Figure 1. Cell classes on the final placement (run 1).
Scale: 4 px per micron.
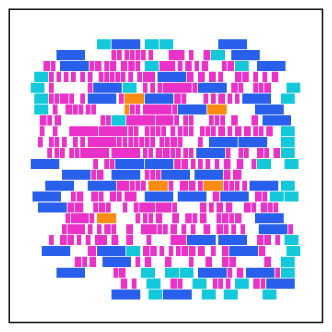
Figure 2. Placement view (run 1).
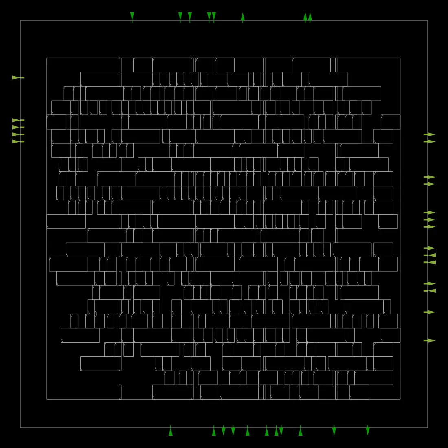
Figure 3. Sequential cells coloured by netlist name (run 1).
Scale: 4 px per micron. Other sequential cells in the stronger grey, the rest of the logic in the fainter grey.
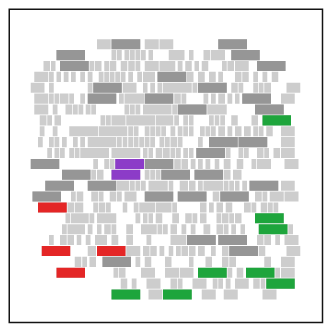
Figure 4. Clock wires, drivers and flops (run 1).
Scale: 4 px per micron.
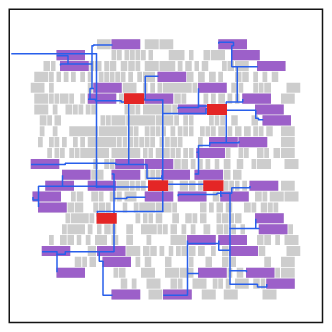
## config.mk

```make
export PLATFORM = sky130hd
export DESIGN_NAME = alu_restoring_divider_flat
export DESIGN_NICKNAME = d
export VERILOG_FILES = /design/src/rtl/alu_restoring_divider_pkg.sv /design/src/rtl/alu_restoring_divider_if.sv /design/src/rtl/alu_restoring_divider_ripple_sub.sv /design/src/rtl/alu_restoring_divider.sv /design/src/flat_wrapper.sv
export SDC_FILE = /design/constraint.sdc
export NUM_CORES = 1
export LEC_CHECK = 0
export ABC_AREA = 1
export CAP_MARGIN = 20
export CORE_MARGIN = 5
export CORE_UTILIZATION = 55
export CTS_CLUSTER_SIZE = 25
export DETAILED_ROUTE_END_ITERATION = 12
export PLACE_DENSITY = 0.81
export SLEW_MARGIN = 20
export SYNTH_ARGS = -nofsm -noshare
export SYNTH_HDL_FRONTEND = slang
export SYNTH_HIERARCHICAL = 1
export SYNTH_SLANG_ARGS = --single-unit
```

## constraint.sdc

```tcl
create_clock -name clk -period 10.9 [get_ports clk]
set_input_delay 1.09 -clock clk [delete_from_list [all_inputs] [get_ports clk]]
set_output_delay 1.09 -clock clk [all_outputs]
set_load 0.02 [all_outputs]
```

## src/rtl/alu_restoring_divider_pkg.sv

```systemverilog
// Shared definitions for the restoring divider coprocessor: FSM encoding and default width.
package alu_restoring_divider_pkg;

    localparam int DEF_WIDTH = 8;

    typedef enum logic [1:0] {
        ST_IDLE = 2'd0,
        ST_RUN  = 2'd1,
        ST_DONE = 2'd2
    } state_e;

endpackage

```

## src/rtl/alu_restoring_divider_if.sv

```systemverilog
// Start/done handshake and operand/result bus between the controller and the divider.
interface alu_restoring_divider_if
    import alu_restoring_divider_pkg::*;
#(
    parameter int WIDTH = DEF_WIDTH
);

    logic             start;
    logic [WIDTH-1:0] dividend;
    logic [WIDTH-1:0] divisor;
    logic             busy;
    logic             done;
    logic [WIDTH-1:0] quotient;
    logic [WIDTH-1:0] remainder;
    logic             div_by_zero;

    modport master (
        output start, dividend, divisor,
        input  busy, done, quotient, remainder, div_by_zero
    );

    modport slave (
        input  start, dividend, divisor,
        output busy, done, quotient, remainder, div_by_zero
    );

endinterface

```

## src/rtl/alu_restoring_divider_ripple_sub.sv

```systemverilog
// N-bit ripple-carry subtractor a + ~b + 1 built from 1-bit full-adder slices.
module ripple_sub #(
    parameter int N = 9
) (
    input  logic [N-1:0] a,
    input  logic [N-1:0] b,
    output logic [N-1:0] diff,
    output logic         no_borrow
);

    logic [N:0]   carry;
    logic [N-1:0] b_inv;

    assign carry[0] = 1'b1;
    assign b_inv    = ~b;

    for (genvar i = 0; i < N; i++) begin : g_slice
        logic p;
        assign p          = a[i] ^ b_inv[i];
        assign diff[i]    = p ^ carry[i];
        assign carry[i+1] = (a[i] & b_inv[i]) | (p & carry[i]);
    end

    // Carry-out of 1 means a >= b (no borrow).
    assign no_borrow = carry[N];

endmodule

```

## src/rtl/alu_restoring_divider.sv

```systemverilog
// Multi-cycle unsigned restoring divider: one quotient bit per clock via trial subtraction.
module alu_restoring_divider
    import alu_restoring_divider_pkg::*;
#(
    parameter int WIDTH = DEF_WIDTH
) (
    input  logic                  clk,
    input  logic                  reset,
    alu_restoring_divider_if.slave bus
);

    localparam int CW = $clog2(WIDTH + 1);

    state_e           state_q;
    logic [CW-1:0]    cnt_q;
    logic [WIDTH-1:0] q_q;
    logic [WIDTH:0]   r_q;
    logic [WIDTH-1:0] d_q;
    logic [WIDTH-1:0] quo_q;
    logic [WIDTH-1:0] rem_q;
    logic             dbz_q;

    logic [WIDTH:0]   s_d;
    logic [WIDTH:0]   t_d;
    logic [WIDTH:0]   r_d;
    logic [WIDTH-1:0] q_d;
    logic             no_borrow;
    logic             r_top_unused;

    // Shift the next dividend bit into the partial remainder, then trial-subtract the divisor.
    assign s_d = {r_q[WIDTH-1:0], q_q[WIDTH-1]};

    ripple_sub #(.N(WIDTH + 1)) u_sub (
        .a         (s_d),
        .b         ({1'b0, d_q}),
        .diff      (t_d),
        .no_borrow (no_borrow)
    );

    assign r_d = no_borrow ? t_d : s_d;
    assign q_d = {q_q[WIDTH-2:0], no_borrow};

    // R stays below D after every step, so its top bit never feeds the next shift.
    assign r_top_unused = r_q[WIDTH];

    always_ff @(posedge clk) begin
        if (reset) begin
            state_q <= ST_IDLE;
            cnt_q   <= '0;
            q_q     <= '0;
            r_q     <= '0;
            d_q     <= '0;
            quo_q   <= '0;
            rem_q   <= '0;
            dbz_q   <= 1'b0;
        end else begin
            case (state_q)
                ST_IDLE: begin
                    if (bus.start) begin
                        if (bus.divisor != '0) begin
                            q_q     <= bus.dividend;
                            d_q     <= bus.divisor;
                            r_q     <= '0;
                            cnt_q   <= CW'(WIDTH);
                            state_q <= ST_RUN;
                        end else begin
                            quo_q   <= '1;
                            rem_q   <= bus.dividend;
                            dbz_q   <= 1'b1;
                            state_q <= ST_DONE;
                        end
                    end
                end
                ST_RUN: begin
                    q_q   <= q_d;
                    r_q   <= r_d;
                    cnt_q <= cnt_q - CW'(1);
                    if (cnt_q == CW'(1)) begin
                        quo_q   <= q_d;
                        rem_q   <= r_d[WIDTH-1:0];
                        dbz_q   <= 1'b0;
                        state_q <= ST_DONE;
                    end
                end
                ST_DONE: state_q <= ST_IDLE;
                default: state_q <= ST_IDLE;
            endcase
        end
    end

    assign bus.busy        = (state_q != ST_IDLE);
    assign bus.done        = (state_q == ST_DONE);
    assign bus.quotient    = quo_q;
    assign bus.remainder   = rem_q;
    assign bus.div_by_zero = dbz_q;

endmodule
```

## src/flat_wrapper.sv

```systemverilog
// flat-port wrapper written by rule: the top's interface ports become plain ports
module alu_restoring_divider_flat import alu_restoring_divider_pkg::*;
#(
    parameter int WIDTH = DEF_WIDTH
)
  (clk, reset, bus_start, bus_dividend, bus_divisor, bus_busy, bus_done, bus_quotient, bus_remainder, bus_div_by_zero);
  alu_restoring_divider_if #(.WIDTH(WIDTH)) bus_i ();
  input  logic clk;
  input  logic reset;
  input wire logic [$bits(bus_i.start)-1:0] bus_start;
  input wire logic [$bits(bus_i.dividend)-1:0] bus_dividend;
  input wire logic [$bits(bus_i.divisor)-1:0] bus_divisor;
  output wire logic [$bits(bus_i.busy)-1:0] bus_busy;
  output wire logic [$bits(bus_i.done)-1:0] bus_done;
  output wire logic [$bits(bus_i.quotient)-1:0] bus_quotient;
  output wire logic [$bits(bus_i.remainder)-1:0] bus_remainder;
  output wire logic [$bits(bus_i.div_by_zero)-1:0] bus_div_by_zero;
  assign bus_i.start = bus_start;
  assign bus_i.dividend = bus_dividend;
  assign bus_i.divisor = bus_divisor;
  assign bus_busy = bus_i.busy;
  assign bus_done = bus_i.done;
  assign bus_quotient = bus_i.quotient;
  assign bus_remainder = bus_i.remainder;
  assign bus_div_by_zero = bus_i.div_by_zero;
  alu_restoring_divider #(.WIDTH(WIDTH)) u_core (.clk(clk), .reset(reset), .bus(bus_i));
endmodule
```

==> results.txt, run 1 <==
Flow results are below.

- The flow ran to the end, and the final reports show no timing, DRC or antenna violations.
- The pin closest to its max-slew limit shows a slew of 830 ps.
- The final hold violation count is 0, for reference.
- The worst path buffer plus inverter count is 3, for reference.
- The worst ir drop on vdd is 0.0795 mV, for reference.
- The number of cells reported by Yosys stat comes to 368.
- For reference, the placement row count at floorplan is 24.
- The largest fanout on the critical path is 10, for reference.
- The number of instances in the synthesized netlist is 368, for reference.
- The final timing report counts setup violations totalling 0.
- According to the report, the first pass of detailed routing completed in 4 iterations.
- The met3 layer usage reported by global route is 4.98%, for reference.
- The initial utilization of the core area, before any placement, comes to 57.5%.
- The proportion of layout cells with a drive suffix above 1 is 4.79%, for reference.
- The report lists the number of cells resized after CTS as 0.
- The accumulated negative setup slack is 0 ps, for reference.
- The detailed-routed wire length on met2 is 2.75 mm, for reference.
- For this run, the top clock speed supported by timing is 208 MHz.
- The detailed placement HPWL is 4.25 mm, for reference.
- STA classifies the critical path startpoint as a register.
- The initial antenna violation count is 0, for reference.
- For hold timing, the worst endpoint is u_core/bus.div_by_zero$_SDFFE_PP0P_.
- The worst setup path startpoint is u_core/q_q[7]$_SDFFE_PP0P_, for reference.
- Summed over all layers, the routed wires come to 5.78 mm.
- Dividing the synthesized area by the synthesized cell count gives 6.90 sq um.
- The critical path's largest stage delay is 400 ps, for reference.
- The overall die size recorded for this design is 6070 sq um.
- Looking at the global route congestion table, the highest-usage layer is met2.
- Setup slack on the critical path of the routed design comes to 6100 ps.
- Global routing used 32.1% of the available met2 tracks.
- The class of the most critical setup path is register to register, for reference.
- The number of slew-limit violations in the final report is 0, for reference.
- Per the STA report, the cell with the highest stage delay on the worst path is fa_1.
- The net count after synthesis is 398.
- The number of nets with antenna violations after routing is 0, for reference.
- The last weighted congestion value of the routability-driven placer is 0.891, for reference.
- The number of global-route vias before repair is 2141.
- Broken down by cell family, the worst path's largest delay share belongs to adder cells.
- The ratio of final minimum period to clock period is 44.1%, for reference.
- The die is 77.9 microns wide.
- Among the stages of the critical path, the cell type that occurs most often is fa_1.
- The number of DRC markers after the initial detailed-route iteration is 296, for reference.
- Per the run summary, max-cap violations total 0.
- The startpoint identified for the worst hold timing path is u_core/bus.div_by_zero$_SDFFE_PP0P_.
- Detailed routing placed a total of 422 microns of wire on met3.
- The final timing report lists clock skew as 6.38 ps.
- The origin of the critical flop-to-flop path is u_core/q_q[7]$_SDFFE_PP0P_, for reference.
- Counting every sink on the clock net gives 47.
- At the later pin of the worst-skew pair, clock insertion delay measures 300 ps.
- The post-synthesis sequential element count is 47, for reference.
- The data required time at the worst endpoint is 11090 ps, for reference.
- The via-per-instance ratio is 5.11, for reference.
- Per the post-CTS timing run, clock transition at the registers of the reported paths is 80 ps.
- The area added between synthesis and finish is 16.1%, for reference.
- The clock tree synthesis step divided the H-tree into 2 levels.
- The final antenna diode tally reported by the flow is 0.
- The leakage dissipation is 0.00131 uW, for reference.
- For this run, design rule violations remaining after detail routing come to 0.
- The number of primary I/O pins is 38, for reference.
- The number of flops mapped to enable cells by yosys is 0, for reference.
- Before CTS, the worst setup slack after placement is 6180 ps.
- Per the cell usage report, the commonest logic cells after layout are 91 x nand2_1, 65 x inv_1, 47 x dfxtp_1, 46 x a21oi_1, 37 x clkdlybuf4s50_1.
- The most frequently placed logic cell in the final layout is nand2_1, for reference.
- For this run, asynchronously set or reset flops after synthesis account for 0%.
- On met1, the global router reports a usage of 25.3%.
- Recorded from the global router log, the overflow total was 0.
- The count of hold-fix buffers inserted at cts is 0, for reference.
- The signal on the critical path passes through inv_1 > ha_1 > fa_1 > fa_1 > fa_1 > fa_1 > fa_1 > fa_1 > fa_1 > inv_1 > fa_1 > clkinv_1 > nand2_1 > nand2_1 > a21oi_1 > nand3_1 > nand2_1 > nor2_1.
- The class of the tightest hold or removal check is register to register, for reference.
- The height of the chip is 77.9 microns, for reference.
- The worst hold-check slack is 451 ps, for reference.
- The root buffer cell chosen for the clock tree is clkbuf_8.
## Picture notes: Figure 1
magenta -> all other logic  # cells 307
blue -> flip-flops  # cells 47
orange -> clock drivers and dummy loads  # cells 6
cyan -> other buffers and delay cells  # cells 37

## Picture notes: Figure 2
number of filler instances in the final layout: 418
Well-Tap Cells: 52
Seq/total area: 31.9%
number of sequential cells in the layout: 47

## Picture notes: Figure 3
green -> u_core/bus.quotient  # placed flops 8, where bottom right
red -> u_core/cnt_q  # placed flops 4, where bottom left
purple -> u_core/state_q  # placed flops 2
Layout Utilization: 66.8%
sequential-cell power consumption: 202 uW
area used by sequential logic in the layout: 941 sq um

## Picture notes: Figure 4
purple -> flip-flops  # count 47
blue -> clock wires  # length 547 microns
red -> cells driving clock nets  # count 5
routed clock nets = 6
flops lie = widely spread

run 1: where the power goes:
| part | internal [uW] | switching [uW] |
|---|---|---|
| Clock | 42.8 | 53.8 |
| Combinational | 54.6 | 81.8 |
| Sequential | 189 | 12.3 |
| Total | 287 | 148 |
run 1: stage by stage:
step           cells  instance area, sq um  total power, uW  utilization, %
6_report         449                  2950              435            66.8
5_1_grt          449                  2950              466            66.8
4_1_cts          449                  2950              438            66.8
3_5_place_dp     443                  2870              342            65.1
3_3_place_gp     443                  2870              337            65.1
2_1_floorplan    368                  2540              303               -
run 1: synth_stat cells (2+ instances only):
master / count / area, sq um
nand2_1: 91 / 342
inv_1: 65 / 244
dfxtp_1: 47 / 941
a21oi_1: 46 / 230
nor2_1: 33 / 124
nand3_1: 26 / 130
o21ai_0: 16 / 80.1
fa_1: 8 / 160
buf_6: 5 / 56.3
buf_2: 4 / 20.0
nor2_4: 4 / 45.0
clkbuf_1: 3 / 11.3
ha_1: 3 / 37.5
nand2_2: 2 / 12.5
nand2_4: 2 / 22.5
o21ai_2: 2 / 17.5
or2_2: 2 / 12.5
run 1: cell type report:
class	instances	area (sq um)	area share, %
Clock buffer	6	72.6	2.46
Sequential cell	47	941	31.9
Tap cell	52	65.1	2.21
Multi-Input combinational cell	240	1250	42.3
Timing Repair Buffer	37	370	12.6
Inverter	67	251	8.54
run 1: logic make-up after synthesis:
logic type                 Yosys count  share of synthesized area [%]
AOI/OAI and AO/OA                   66                           13.5
xor gates and xnor gates             1                          0.345
adders and majority gates           11                           7.79
buffers and inverters               81                           13.8
DFF                                 47                           37.1
other                                1                          0.148
and+or+nand+nor                    161                           27.4
run 1: worst min-delay path: stages (launching register included):
cell and delay, ps:
dfxtp_1 320, inv_1 40, a21oi_1 50
--- run 2 (diff from run 1) ---
- CORE_UTILIZATION: 55 -> 54
- PLACE_DENSITY: 0.81 -> 0.8
- clock period: 10.9 -> 4.8 ns (I/O delays scaled with it)
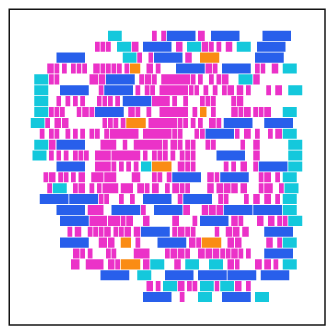
Figure 5: run 2, cell classes on the final placement.
Scale: 4 px per micron.
blue -> flip-flops  # cells 47
orange -> clock drivers and dummy loads  # cells 8
cyan -> other buffers and delay cells  # cells 38
magenta -> all other logic  # cells 307
post-route cell area: 2970 sq um
placeable core region: 4630 sq um
Layout Utilization: 64.2%

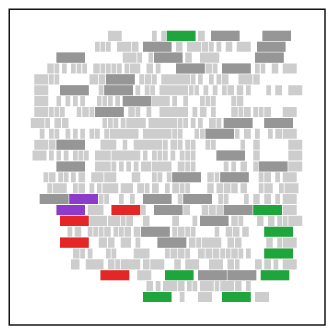
Figure 6: run 2, sequential cells coloured by netlist name.
Scale: 4 px per micron. Other sequential cells in the stronger grey, the rest of the logic in the fainter grey.
purple -> u_core/state_q  # placed flops 2
red -> u_core/cnt_q  # placed flops 4
green -> u_core/bus.quotient  # placed flops 8
not coloured = 33
Seq/total area: 31.6%
sequential-cell power consumption: 458 uW

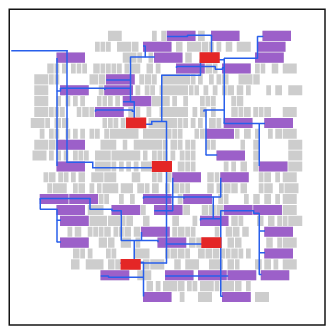
Figure 7: run 2, clock wires, drivers and flops.
Scale: 4 px per micron.
purple -> flip-flops  # count 47
blue -> clock wires  # length 559 microns
red -> cells driving clock nets  # count 5
routed clock nets = 6
total clock network power: 237 uW
Insertion Delay late pin: 300 ps
fraction of power consumed by the clock network: 23.6%
clock skew after layout: 7.70 ps

==> run 2 against run 1 <==
  * Die area up 1.6%
  * First-iteration DRC count shrank 23%
  * Final area is 0.89% higher
  * Synthesized area stayed put
  * Maximum frequency up 5.9%
  * Synthesized cell count stayed put
  * Sequential cell count unchanged
==> results.txt, run 2 <==
Flow results are below.

- The flow ran to the end, and the final reports show no timing, DRC or antenna violations.
- The worst hold-check slack is 450 ps, for reference.
- The post-CTS setup-driven buffer insertion count is 0, for reference.
- The floorplan step defined a die boundary enclosing 6170 sq um.
- Counting flops with an async set or reset pin after synthesis yields a share of 0%.
- The completed layout was analyzed and its total power is 1010 uW.
- The final weighted congestion recorded by global placement is 0.824.
- The number of global-route vias before repair was 2012.
- The worst ir drop on vdd is 0.185 mV, for reference.
- The script computed the net switching share of total power as 34.7%.
- The number of placed instances, taps included, is 446.
- Setup repair after global routing left no endpoint under its margin.
- The power in combinational cells is 310 uW, for reference.
- Per the OpenROAD power report, leakage power amounts to 0.00131 uW.
- In this run the core area contains 25 standard-cell rows.
- Per the final timing report, the hold violations number 0.
- The initial antenna violation count is 0.
- The number of primary I/O pins is 38, for reference.
- The share of Yosys cell area claimed by the top area cell type is 37.1%, for reference.
- No sink is reached through more buffers than the 2 on the longest clock path.
- Per the placement log, port buffering inserted 37 buffers.
- The height of the chip is 78.6 microns, for reference.
- The final layout reports a setup TNS of 0 ps.
- The heaviest power group is sequential cells, for reference.
- The data required time at the worst endpoint is 5000 ps, for reference.
- Static timing analysis puts the maximum clock frequency at 220 MHz.
- In the placement report, post-DP HPWL is listed as 3.88 mm.
- The flip-flop cell with the highest count after synthesis is dfxtp_1, for reference.
- The worst flop-to-flop path endpoint is u_core/bus.remainder[0]$_SDFFE_PP0P_, for reference.
- The ratio of final minimum period to clock period is 94.5%, for reference.
- The number of flops mapped to enable cells by yosys is 0, for reference.
- TritonCTS built the clock tree.
- The final layout report lists a filler cell count of 446.
- The launch point of the critical path was reported as u_core/q_q[7]$_SDFFE_PP0P_.
- The arrival time of data at the worst endpoint is listed as 4740 ps.
- In the layout the commonest cells are 91 x nand2_1, 65 x inv_1, 47 x dfxtp_1, 46 x a21oi_1, 37 x clkdlybuf4s50_1.
- The post-CTS hold buffer count recorded in the log is 0.
- Excluding fillers, the count of instances in the completed layout stands at 454.
- The commonest cells after synthesis are 91 x nand2_1, 65 x inv_1, 47 x dfxtp_1.
- The synthesized design contains 47 register bits.
- The count of endpoints failing setup in the final report is 0, for reference.
- The most critical min-delay path falls under register to register.
- The total overflow left after global routing is 0.
- The combined area of all synthesized cells is 2540 sq um, for reference.
- The count of synthesis-stage warnings from yosys is 6, for reference.
- Counting stages on the worst path, the most repeated cell is fa_1.
- The worst setup path is launched from a register.
- The buffer cell driving the clock tree root is clkbuf_8, for reference.
- The area growth from synthesis to layout is 17.2%.
- Entering global routing, the biggest net connects 43 pins.
- After detailed routing, the number of remaining DRC violations is 0.
- Per STA, the worst path accumulates the most delay in the family adder cells.
- The largest fanout on the critical path is 10, for reference.
- Leaving out fill and tap cells, the most frequent cell in the layout is nand2_1.
- The cell type that accounts for the most area after synthesis is dfxtp_1.
- The slowest stage of the critical path belongs to the cell fa_1.
- In the post-route analysis, the smallest setup slack over all paths is 263 ps.
- The origin of the critical flop-to-flop path is u_core/q_q[7]$_SDFFE_PP0P_, for reference.
- The floorplan die width is 78.6 microns, for reference.
- The worst path buffer plus inverter count is 3, for reference.
- The detailed-router iteration count before antenna repair is 4, for reference.
- For reference, the critical path cell chain is inv_1 > ha_1 > fa_1 > fa_1 > fa_1 > fa_1 > fa_1 > fa_1 > fa_1 > inv_1 > fa_1 > clkinv_1 > nand2_1 > nand2_1 > a21oi_1 > nand3_1 > nand2_1 > nor2_1.
- The average wire length per cell after detail routing is 12.2 microns, for reference.
- The post-cts repair resize count is 0, for reference.
- The post-synthesis cell count from yosys is 368, for reference.
- After detailed routing, the total wire length is 5.54 mm.
- Logged for this run, the post-placement worst setup slack is 310 ps.
- The number of distinct library cells after synthesis is 26, for reference.
- The clock transition at the registers of the reported paths is 90 ps, for reference.
- The number of nets in the finished design is 429, for reference.
- The proportion of layout cells with a drive suffix above 1 is 5.75%, for reference.
- Following the worst setup path forward leads to its endpoint at u_core/bus.remainder[0]$_SDFFE_PP0P_.
- Summing over the stages, the warning tally comes to 28.
- The setup slack on the worst flop-to-flop path is 260 ps, for reference.
- The number of sinks on the clock net is 47, for reference.
- The total routing resource utilization after global routing is 19.3%, for reference.
- CTS added clock buffers totalling 5.
- The total number of H-tree levels is 2, for reference.
- Per the detail_route report, the via count comes to 2245.
- The total nets after synthesis is 398, for reference.
- For this configuration, the core starts out at a cell density of 54.8%.
- The average cell area after synthesis is 6.90 sq um, for reference.
- nand2_1 is the most common cell in the netlist.
- For the pin with the worst max-slew slack, the measured transition is 887 ps.
- The share of the yosys chip area belonging to registers is 37.1%, for reference.
- The number of instances in the synthesized netlist is 368, for reference.
- In this run the remaining antenna-violating nets after routing total 0.
- For the finished layout, the period the worst path requires is 4540 ps.
- In this run, the combinational gates consume 30.8% of the power.
- The critical path's largest stage delay is 400 ps, for reference.
- In this run the maximum-capacitance check reported violations numbering 0.
- After synthesis, the cell types taking the most area are dfxtp_1 37%, nand2_1 13%, inv_1 9.6%.
- The via-per-instance ratio is 4.94, for reference.
- Per the summary, power density relative to cell area is 338 nW/um^2.
- The number of cells on the worst reg-to-reg path is 18, for reference.
- The class of the most critical setup path is register to register, for reference.
- Pins over their slew limit in the final report were tallied at 0.
- The area recorded from the Yosys report for this design is 2540 sq um.
- The internal portion of total power is 656 uW, for reference.
- For this run, the script counts the antenna cells in the layout as 0.
- The first global-routing pass estimated 9.52 mm of wire.
- The worst slew slack as a fraction of its limit is 40.9%, for reference.
- The number of gates on the worst path with buffers counted is 18, for reference.
- Looking at the power breakdown, sequential logic takes 45.6% of the total.
- The worst setup path is captured at a register.
- The switching power summed over all nets is 349 uW, for reference.
- The violation tally recorded at the end of detailed-routing iteration 0 is 228.
- The cell area after placement is 2880 sq um, for reference.
-- run 2: cell type report --
| type | instances | area [sq um] | share of cell area, % |
|---|---|---|---|
| multi-input combinational | 240 | 1250 | 41.9 |
| sequential | 47 | 941 | 31.6 |
| timing repair buffer | 38 | 378 | 12.7 |
| inverter | 67 | 251 | 8.46 |
| clock buffer | 5 | 68.8 | 2.31 |
| tap | 54 | 67.6 | 2.27 |
| clock inverter | 3 | 20.0 | 0.673 |
-- run 2: how the worst min path moves through the flow --
stage | startpoint | end | depth (start not counted)
final | u_core/bus.div_by_zero$_SDFFE_PP0P_ | u_core/bus.div_by_zero$_SDFFE_PP0P_ | 2
after global routing | u_core/bus.quotient[6]$_SDFFE_PP0P_ | u_core/bus.quotient[6]$_SDFFE_PP0P_ | 2
after CTS | u_core/bus.div_by_zero$_SDFFE_PP0P_ | u_core/bus.div_by_zero$_SDFFE_PP0P_ | 2
after detailed placement | u_core/bus.div_by_zero$_SDFFE_PP0P_ | u_core/bus.div_by_zero$_SDFFE_PP0P_ | 2
after global placement | u_core/bus.quotient[6]$_SDFFE_PP0P_ | u_core/bus.quotient[6]$_SDFFE_PP0P_ | 2
after floorplan | u_core/cnt_q[1]$_SDFFE_PP0P_ | u_core/cnt_q[1]$_SDFFE_PP0P_ | 2
-- run 2: per-layer routing --
metal  wire (microns)  vias up  part of all wire [%]  global-route usage, %
li1                 -     1185                     -                      -
met1             2520      985                    46                   24.5
met2             2530       67                    46                   32.3
met3              378        8                   6.8                   3.56
met4              108        0                   2.0                   7.52
met5                0        -                     0                      0
-- run 2: kinds of logic after synthesis --
kind of cell,after synthesis,synth area share [%]
and+or+nand+nor,161,27.4
buffers and inverters,81,13.8
AOI/OAI and AO/OA,66,13.5
DFF,47,37.1
adders and majority gates,11,7.79
xor gates and xnor gates,1,0.345
other,1,0.148
--- run 3 (diff from run 2) ---
- CELL_PAD_IN_SITES_DETAIL_PLACEMENT: unset -> 0
- CELL_PAD_IN_SITES_GLOBAL_PLACEMENT: unset -> 2
- CORE_UTILIZATION: 54 -> 30
- PLACE_DENSITY: 0.8 -> unset
- PLACE_DENSITY_LB_ADDON: unset -> 0.1
==> run 3 against run 2 <==
  * Critical path depth stayed put
  * Highest routed layer unchanged
  * Largest power group unchanged
  * Total power is 3.0% higher
  * Clock power is 7% higher
  * Wire length is 26% higher
  * Critical path type unchanged
  * Final area is 2.7% higher
  * Final cell count is 11% higher
  * First-iteration DRC count is 63% lower
  * Sequential power hardly changed
  * Clock skew is 6.8 ps higher
  * Global-route usage is 5.1 points lower
  * Utilization is 27 points lower
==> results.txt, run 3 <==
Flow results are below.

- The number of instances in the synthesized netlist is 368, for reference.
- The fill cell total of the finished layout is 907, for reference.
- The multi-input gate area in the final layout is 1250 sq um, for reference.
- The flip-flop cell with the highest count after synthesis is dfxtp_1, for reference.
- Yosys reports that the leading cell type by area covers 37.1% of the netlist area.
- Global routing used 14.2% of the available tracks across all layers.
- In this run the worst path has a maximum fanout of 5.
- STA lists the startpoint of the worst hold path as u_core/bus.quotient[6]$_SDFFE_PP0P_.
- In this run the VDD rail shows a maximum IR drop of 0.130 mV.
- The fraction of cell area in multi-input combinational cells is reported as 41.0%.
- Looking at the clock tree report, the H-tree level count equals 2.
- For this run, the detailed router reports a per-instance via density of 4.51.
- The number of flops mapped to enable cells by yosys is 0, for reference.
- The floorplan has 33 rows.
- Setup slack on the critical path of the routed design comes to 260 ps.
- The number of cells on the worst reg-to-reg path is 18.
- For the worst reg-to-reg path, the endpoint reported by OpenROAD is u_core/bus.remainder[5]$_SDFFE_PP0P_.
- The number of combinational gates with multiple inputs is 240, for reference.
- The finished layout holds 506 standard cells, fillers aside.
- The final hold violation count is 0, for reference.
- The first detailed-routing pass ran for 4 iterations.
- Leaving out fill and tap cells, the most frequent cell in the layout is nand2_1.
- The worst path buffer plus inverter count is 3, for reference.
- The number of nets in the finished design is 430, for reference.
- The arrival time of data at the critical path endpoint is 4750 ps, for reference.
- The worst setup path is captured at a register.
- The data required time at the worst endpoint is 5010 ps, for reference.
- After detailed placement, the design holds a cell count of 497.
- The horizontal die dimension reported for this design is 102 microns.
- The remaining design rule violation count is 0, for reference.
- The accumulated negative setup slack is 0 ps, for reference.
- The origin of the critical flop-to-flop path is u_core/q_q[7]$_SDFFE_PP0P_, for reference.
- The leakage dissipation is 0.00132 uW, for reference.
- The routed layout has 2283 vias.
- After layout, the minimum clock period comes to 4540 ps.
- The library cell with the largest summed area after synthesis is dfxtp_1, for reference.
- The area used by sequential logic in the layout is 941 sq um, for reference.
- The most numerous cell on the critical path is fa_1, for reference.
- For this design, the sink count on the clock tree is 47.
- In the final run the clock tree shows a worst skew of 14.5 ps.
- Ranked by total cell area, the synthesized netlist is headed by dfxtp_1 37%, nand2_1 13%, inv_1 9.6%.
- The non-clock buffering overhead in the final layout is 12.4%, for reference.
- 0 antenna diodes ended up in the layout.
- The number of ordinary and repair buffers in the finished layout is 38, for reference.
- The clock buffer count from CTS is 5, for reference.
- The most common logic cells in the final layout are 91 x nand2_1, 65 x inv_1, 47 x dfxtp_1, 45 x a21oi_1, 37 x clkdlybuf4s50_1.
- The last weighted congestion value of the routability-driven placer is 0.741, for reference.
- In this run the deepest clock path goes through 2 buffers.
- The design has 47 sequential cells.
- Setup violations remaining at the end of the flow were counted as 0.
- Before CTS, the worst setup slack after placement is 209 ps.
- The longest incremental delay of any stage on the critical path is reported as 390 ps.
- The number of distinct library cells after synthesis is 26, for reference.
- After layout, the inverter instance count without clock inverters stands at 68.
- The class of the tightest hold or removal check is register to register, for reference.
- After synthesis the netlist holds a flip-flop and latch count of 47.
- Per the OpenROAD floorplan log, the height of the die is 102 microns.
- The average cell area after synthesis is 6.90 sq um, for reference.
- For reference, the clock transition at the flip-flops on the worst setup and hold paths is 100 ps.
- The fraction of final cell area spent on clock buffers and inverters in this run is 2.87%.
- Looking at the gate-level netlist, the highest instance count belongs to nand2_1.
- Warnings raised by the tools during the run amount to 28.
- The proportion of layout cells with a drive suffix above 1 is 6.73%, for reference.
- The chip area line of the yosys report is 2540 sq um, for reference.
- When the netlist entered floorplanning its net count stood at 398.
- The maximum clock frequency is 220 MHz, for reference.
- The ratio of final minimum period to clock period is 94.6%, for reference.
- The floorplan step records an initial core utilization of 30.9%.
- In this run the post-CTS setup repair buffer count came out at 0.
- The endpoint of the worst hold path is u_core/bus.quotient[6]$_SDFFE_PP0P_, for reference.
- The initial antenna violation count is 0, for reference.
- The buffer cell driving the clock tree root is clkbuf_8, for reference.
- Final hold analysis gives a worst-case slack of 453 ps.
- In the final routed layout, each cell accounts on average for 13.8 microns.
- The worst slew slack as a fraction of its limit is 39.4%, for reference.
- Counting instances in the post-synthesis netlist gives the leading cell types as 91 x nand2_1, 65 x inv_1, 47 x dfxtp_1.
- The kind of launch point of the worst setup path is a register, for reference.
- The pin slew with the least headroom to its limit is 907 ps, for reference.
- The number of cells on the worst hold path is listed as 2.
- Walking the critical path from launch to capture passes 18 cell instances.
- Entering global routing, the biggest net connects 43 pins.
- The number of global-route vias before repair is 2225.
- The max-capacitance violation count is 0, for reference.
- The tap cell count is 105, for reference.
- The dominant delay contributor by cell family on the critical path is adder cells, for reference.
- The biggest slice of the area belongs to logic gates.
- The class of the most critical setup path is register to register, for reference.
- The area added between synthesis and finish is 20.3%, for reference.
- The clock insertion delay at the later pin of the skew report is 310 ps, for reference.
- Wires add up to 6.98 mm.
- The count of synthesis-stage warnings from yosys is 6, for reference.
- The report lists the power per cell area as 339 nW/um^2.
- The share of the yosys chip area belonging to registers is 37.1%, for reference.
- The slowest stage of the critical path is the fa_1 cell.
- The combined area of all synthesized cells is 2540 sq um, for reference.
- According to the floorplan report, the total die area is 10400 sq um.
- The global-route wire length before repair is 11.4 mm, for reference.
- The number of DRC markers after the initial detailed-route iteration is 85, for reference.
- The total global routing overflow is 0, for reference.
- The timing report gives the worst reg2reg path a setup slack of 260 ps.
- The detailed placement HPWL is 5.00 mm, for reference.
- Of all flip-flops after synthesis, the portion carrying an async set or reset was 0%.
- The run finished with clean final reports.
- The signal on the critical path passes through inv_1 > ha_1 > fa_1 > fa_1 > fa_1 > fa_1 > fa_1 > fa_1 > fa_1 > inv_1 > fa_2 > clkinvlp_4 > nand2_1 > nand2_1 > a21oi_2 > nand3_1 > nand2_1 > nor2_1.
- Counting the clock-network buffers in the layout gives 5.
- The cell area after placement is 2950 sq um, for reference.
- The number of nets with antenna violations after routing is 0, for reference.
- Counting pins that exceed their max-slew limit in the final report gives 0.
- Setup repair after global routing left no endpoint under its margin.
- The CTS tree is yes, for reference.
- The total power after layout is 1040 uW, for reference.
- Per the Yosys statistics, synthesis produced 368 cells.
==> run 3: cells by family after synthesis <==
logic type / Yosys count / share of synthesized area (%)
buffers and inverters: 81 / 13.8
xor gates and xnor gates: 1 / 0.345
AOI/OAI and AO/OA: 66 / 13.5
adders and majority gates: 11 / 7.79
other: 1 / 0.148
DFF: 47 / 37.1
and+or+nand+nor: 161 / 27.4
==> run 3: power by group <==
group          switching [uW]  leakage (uW)  internal [uW]
Combinational             196      0.000886            127
Sequential               29.6      0.000386            430
Clock                     150     0.0000483            103
==> run 3: what timing repair did <==
| item | 4_1_cts | 5_1_grt |
|---|---|---|
| hold buffers | 0 | 0 |
| endpoints found under the setup margin | 0 | 7 |
| gates resized | 0 | 4 |
| endpoints found under the hold margin | 0 | 0 |
==> run 3: how the worst max path moves through the flow <==
stage / startpoint / to
floorplan: u_core/q_q[7]$_SDFFE_PP0P_ / u_core/bus.remainder[0]$_SDFFE_PP0P_
global placement: u_core/q_q[7]$_SDFFE_PP0P_ / u_core/bus.remainder[0]$_SDFFE_PP0P_
detailed placement: u_core/q_q[7]$_SDFFE_PP0P_ / u_core/bus.remainder[5]$_SDFFE_PP0P_
CTS: u_core/q_q[7]$_SDFFE_PP0P_ / u_core/bus.remainder[6]$_SDFFE_PP0P_
global route: u_core/q_q[7]$_SDFFE_PP0P_ / u_core/bus.remainder[5]$_SDFFE_PP0P_
finish: u_core/q_q[7]$_SDFFE_PP0P_ / u_core/bus.remainder[5]$_SDFFE_PP0P_
==> run 3: routing by layer <==
| layer | wire length, microns | part of all wire (%) | global-route usage, % |
|---|---|---|---|
| met1 | 3430 | 49 | 19.6 |
| met2 | 3150 | 45 | 22.1 |
| met3 | 316 | 4.5 | 3.21 |
| met4 | 80 | 1.1 | 3.94 |
| met5 | 0 | 0 | 0 |
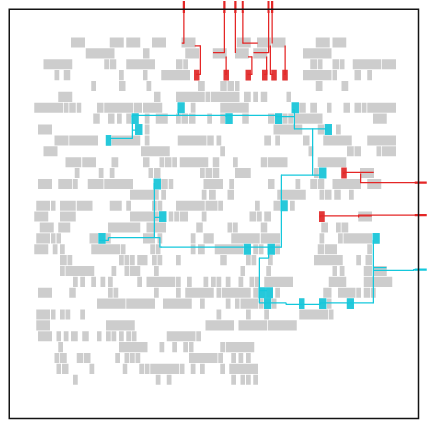
Figure 8: run 3, port wiring.
Scale: 4 px per micron.
red -> bus_dividend  # direction input, end cells 8, buffers 8, wire 159 microns
cyan -> reset  # direction input, end cells 22, buffers 1, wire 249 microns
Boundary Pins: 38
Buffers on Ports: 37

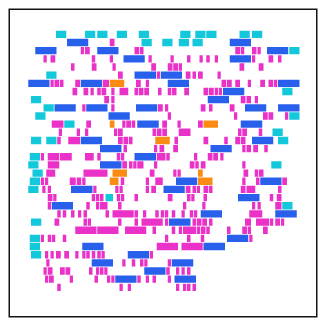
Figure 9: run 3, cell classes on the final placement.
Scale: 3 px per micron.
blue -> flip-flops  # cells 47
magenta -> all other logic  # cells 308
orange -> clock drivers and dummy loads  # cells 8
cyan -> other buffers and delay cells  # cells 38
Seq/total area: 30.8%
placeable core region: 8220 sq um
post-route cell area: 3050 sq um
Layout Utilization: 37.2%

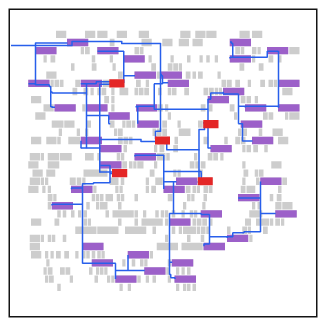
Figure 10: run 3, clock wires, drivers and flops.
Scale: 3 px per micron.
blue -> clock wires  # length 719 microns
purple -> flip-flops  # count 47
red -> cells driving clock nets  # count 5
routed clock nets = 6

No activity file was given, so power comes from the tool's default toggle rates.
